### Selected gate families, run 1

Bar = 50 um.
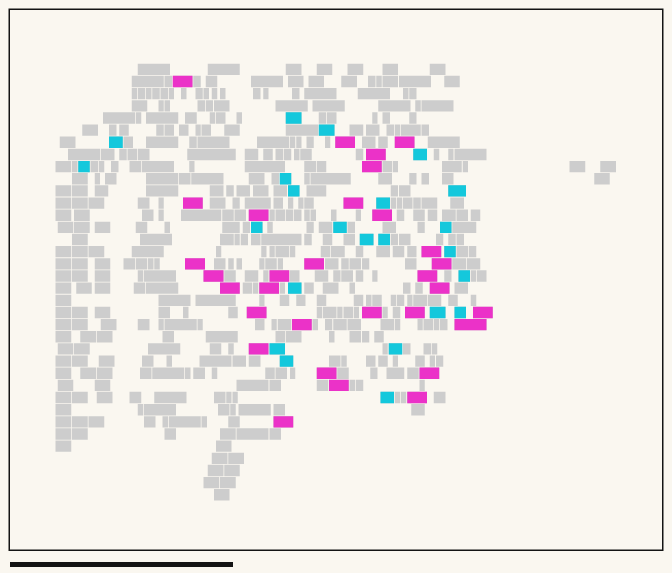
### Cell classes on the final placement, run 1

Bar = 50 um.
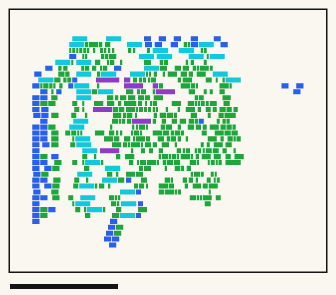
### Routing congestion map, run 1

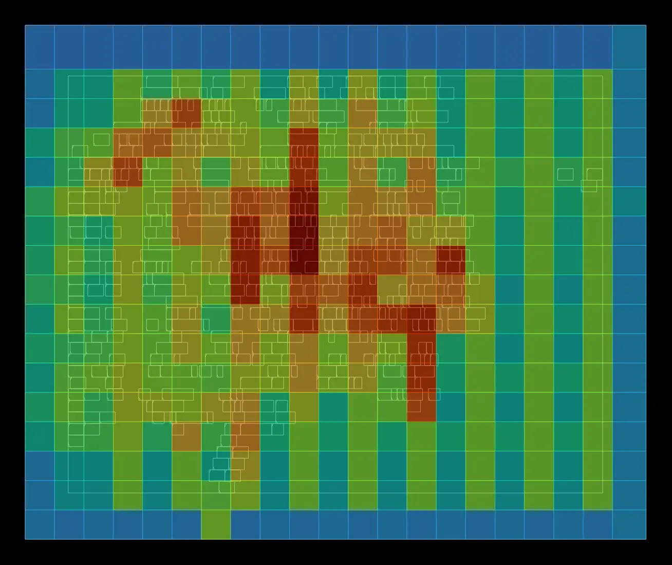
==> config.mk <==
export PLATFORM = sky130hd
export DESIGN_NAME = alu_arbiter
export DESIGN_NICKNAME = d
export VERILOG_FILES = /design/src/rtl/alu_pkg.sv /design/src/rtl/alu8bit.sv /design/src/rtl/alu_arbiter_rr_arb2.sv /design/src/rtl/alu_arbiter.sv
export SDC_FILE = /design/constraint.sdc
export NUM_CORES = 1
export LEC_CHECK = 0
export CAP_MARGIN = 20
export CORE_ASPECT_RATIO = 0.8
export CORE_MARGIN = 10
export CORE_UTILIZATION = 28
export DETAILED_ROUTE_END_ITERATION = 6
export MAX_ROUTING_LAYER = met4
export PLACE_DENSITY = 0.58
export SYNTH_ARGS = -nofsm -noshare
export SYNTH_HDL_FRONTEND = slang
export SYNTH_SLANG_ARGS = --single-unit
export TNS_END_PERCENT = 10
==> constraint.sdc <==
create_clock -name clk -period 7.16 [get_ports clk]
set_input_delay 2.148 -clock clk [delete_from_list [all_inputs] [get_ports clk]]
set_output_delay 2.148 -clock clk [all_outputs]
set_load 0.01 [all_outputs]
==> metrics.yaml, run 1 <==
p_int_mw: 0.625
hold_viol: 0
adder_share_pct: 11.1
logic_gates: 347
cts.sinks: 40
yosys_cells: 447
avgViaCountPerCell: 5.17
setup_viol: 0
cp.required_ps: 5010
fmax_mhz: 172
powerComb_mw: 0.457
fp_nets: 523
seq_cells: 40
seq_area_um2: 801
place_congestion: 0.953
critPathMaxStageDelay_ps: 530
area_growth_syn_to_layout_pct: 24.0
end_kind: "output port"
pwr-share-seq_pct: 27.4
maxCapViolations: 0
slew_violations: 0
fp_util_pct: 28.9
slowest_stage: "clkdlybuf4s50_1"
rsz0062_at_grt: "false"
clk_pin_slew_ps: 60
clkCellAreaFrac_pct: 3.89
dominant_cells: "logic gates"
n_clock_buffer: 5
inverters_excl_clock: 27
switching_share_pct: 36.7
p_clk_mw: 0.259
critPathKind: "in -> out"
syn_inst: 447
drt.antenna.violating_nets: 0
compound_area_share_pct: 25.9
mux_area_share_pct: 7.36
ff2ff_setup_slack_ps: 2910
insertion_delay_ps: 280
pin_count: 62
grt_pass1_vias: 3416
cts_setup_buffers: 0
numCtsBuffers: 5
wl_met2_um: 4360
layout-drive-gt1-share_pct: 6.31
ys_seq_share_pct: 22.6
status: "complete, no violations"
ys.flops: 40
power_switching_mw: 0.363
synth_cell_types: 73
crit_family: "buffers and inverters"
fillers: 1263
ir_drop_mv: 0.103
logic_area_um2: 2440
layout.nets: 566
hold_class: "reg -> reg"
startpoint_type: "input port"
crit_top_cell: "clkdlybuf4s50_1"
drcViolationCount: 0
hpwl_um: 8050
first_iter_violations: 236
hold_buffers: 0
gr-total-overflow: 0
buf_share_pct: 15.2
ys_sh_simple_pct: 21.1
pwr-share-comb_pct: 46.3
cellLeakagePower_nw: 1.72
antenna_found_initial: 0
vias: 3420
top_area_share_pct: 22.6
path_buffers: 3
diodes: 0
logic_family: "AND-OR/OR-AND gates"
top_cells_by_count: "47 x nor2_1, 40 x dfxtp_1, 30 x ha_1, 28 x a21oi_1, 27 x nand2_1"
mostFrequentLayoutCells: "61 x clkdlybuf4s50_1, 47 x nor2_1, 40 x dfxtp_1"
fin_setup_tns_ps: 0
async_flop_share_pct: 0
ys_warn_count: 0
largest_area_cell: "dfxtp_1"
cp_data_arrival_time_ps: 3650
dp.cells: 654
log.warning_count: 34
ys.flop_type: "dfxtp_1"
critical_path_depth: 5
yosys-top-cells-area: "dfxtp_1 23%, ha_1 11%, mux2i_1 7.0%"
xor_share_pct: 3.21
-- 'Selected gate families' (at the start) --
- cyan: AND-OR and OR-AND gates (cells 23; most used a21o_1)
- magenta: adder and majority cells (cells 31; most used ha_1; where centre)
non-filler cells, final: 662
most numerous logic cell after layout: clkdlybuf4s50_1
multi-input combinational area share: 55.5%

-- 'Cell classes on the final placement' (at the start) --
- purple: clock drivers and dummy loads (cells 8; share of their area 4.1%)
- cyan: flip-flops (cells 40; share of their area 19%)
- blue: other buffers and delay cells (cells 69; share of their area 16%)
- green: all other logic (cells 374; share of their area 61%)
post-route cell area: 4400 um^2
Seq/total area: 18.2%
# rows: 36
Final Util: 35.8%
total core area: 12300 um^2

-- 'Routing congestion map' (at the start) --
DR WL/cell: 15.7 um
GRT Total Usage: 12.0%
met3 usage: 1.83%

### Drive-strength map, run 1

Bar = 50 um.
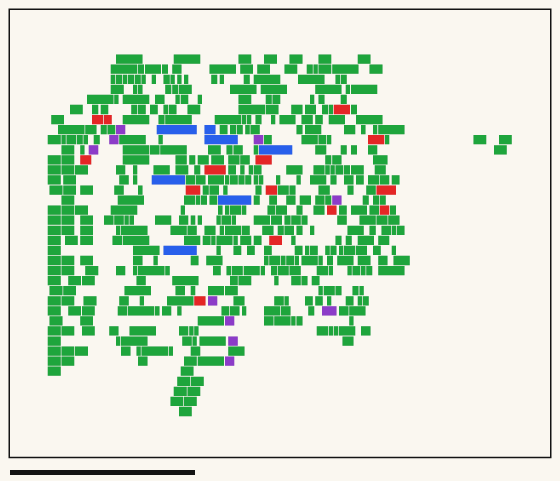

==> run 2: changes to the inputs <==
==> constraint.sdc (replaced) <==
create_clock -name clk -period 5.92 [get_ports clk]
set_input_delay 1.776 -clock clk [delete_from_list [all_inputs] [get_ports clk]]
set_output_delay 1.776 -clock clk [all_outputs]
set_load 0.01 [all_outputs]
### Drive-strength map, run 2

Bar = 50 um.
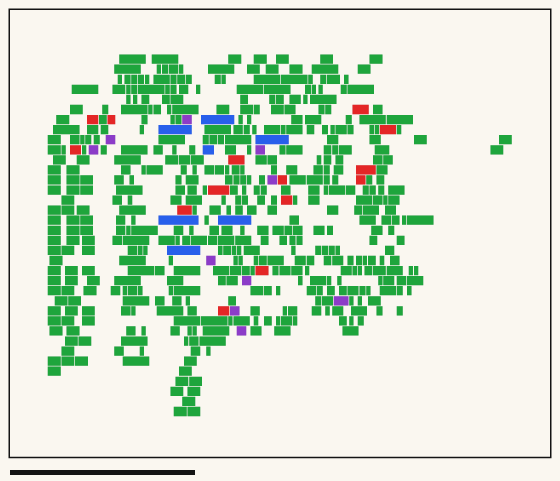
- blue: drive 6 and up (cells 7; share 1.4%)
- green: drive 1 or less (cells 460; share 94%)
- red: drive 2 (cells 14; share 2.9%)
- purple: drive 3 to 4 (cells 10; share 2.0%)
area grow syn2layout: 24.0%
setup ws final: 863 ps
count of plain and timing-repair buffers: 69

### Routing congestion map, run 2

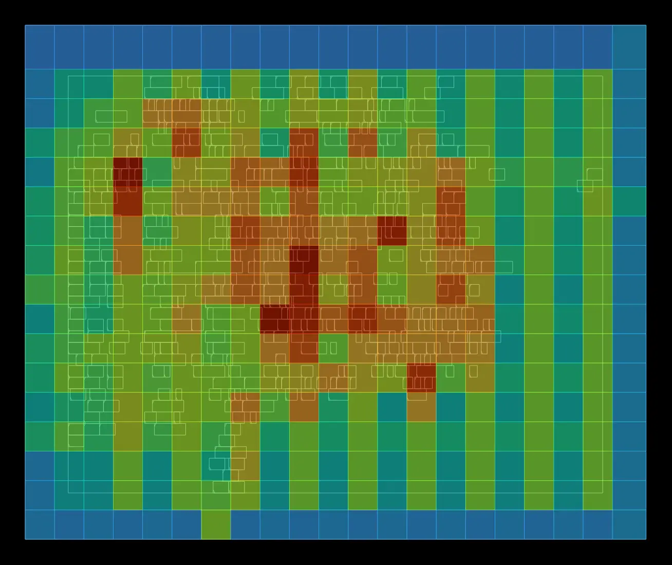
DR WL/cell: 16.1 um
met1 usage: 16.9%
GRT Total Usage: 12.5%
GR Util met2: 18.5%
met3 usage: 2.31%

==> run 2 against run 1 <==
Net effect: non-clock buffer count did not move; first-iteration DRC count increased by 45%; routed wire length up 2.5%; clock skew decreased by 4.5 ps; worst setup slack worse by 500 ps; utilization did not move; clock power rose by 22%; sequential power increased by 23%; synthesized area unchanged; power increased by 21%; design area did not move; die area unchanged.
==> metrics.yaml, run 2 <==
pin_count: 62  # unchanged
mux_area_share_pct: 7.36  # unchanged
yosys_cells: 447  # unchanged
layout.nets: 566  # unchanged
critical_path_depth: 5  # unchanged
dominant_cells: "logic gates"
final_cell_count_no_fill: 662  # unchanged
cts_setup_buffers: 0  # unchanged
adder_share_pct: 11.1  # unchanged
logic_family: "AND-OR/OR-AND gates"
powerComb_mw: 0.550  # +20%
log.warning_count: 34  # unchanged
antenna_found_initial: 0  # unchanged
top_cells_by_count: "47 x nor2_1, 40 x dfxtp_1, 30 x ha_1, 28 x a21oi_1, 27 x nand2_1"
fp_nets: 523  # unchanged
ys.flops: 40  # unchanged
wl_met2_um: 4450  # +2.1%
mostFrequentLayoutCells: "61 x clkdlybuf4s50_1, 47 x nor2_1, 40 x dfxtp_1"
cp.required_ps: 4140  # -870 ps
status: "complete, no violations"
power_switching_mw: 0.443  # +22%
comb_area_share_pct: 55.5  # unchanged
slowest_stage: "clkdlybuf4s50_1"
slew_violations: 0  # unchanged
fillers: 1265  # +0.16%
p_clk_mw: 0.315  # +22%
hpwl_um: 8410  # +4.5%
ir_drop_mv: 0.143  # +39%
avgViaCountPerCell: 5.16  # -0.15%
numCtsBuffers: 5  # unchanged
fin_area_um2: 4400  # unchanged
async_flop_share_pct: 0  # unchanged
ys_sh_simple_pct: 21.1  # unchanged
crit_family: "buffers and inverters"
clk_pin_slew_ps: 60  # about the same
critPathMaxStageDelay_ps: 540  # about the same
seq_cells: 40  # unchanged
cp_data_arrival_time_ps: 3280  # -370 ps
diodes: 0  # unchanged
synth_cell_types: 73  # unchanged
setup_viol: 0  # unchanged
place_congestion: 0.915  # -3.9%
post-route-util_pct: 35.8  # unchanged
largest_area_cell: "dfxtp_1"
syn_inst: 447  # unchanged
insertion_delay_ps: 290  # about the same
ys.flop_type: "dfxtp_1"
hold_class: "reg -> reg"
crit_top_cell: "clkdlybuf4s50_1"
ys_seq_share_pct: 22.6  # unchanged
maxCapViolations: 0  # unchanged
buf_share_pct: 15.2  # unchanged
top_area_share_pct: 22.6  # unchanged
logic_gates: 347  # unchanged
critPathKind: "in -> out"
drt.antenna.violating_nets: 0  # unchanged
seq_area_um2: 801  # unchanged
vias: 3415  # -0.15%
drcViolationCount: 0  # unchanged
yosys-top-cells-area: "dfxtp_1 23%, ha_1 11%, mux2i_1 7.0%"
No activity file was given, so power comes from the tool's default toggle rates.
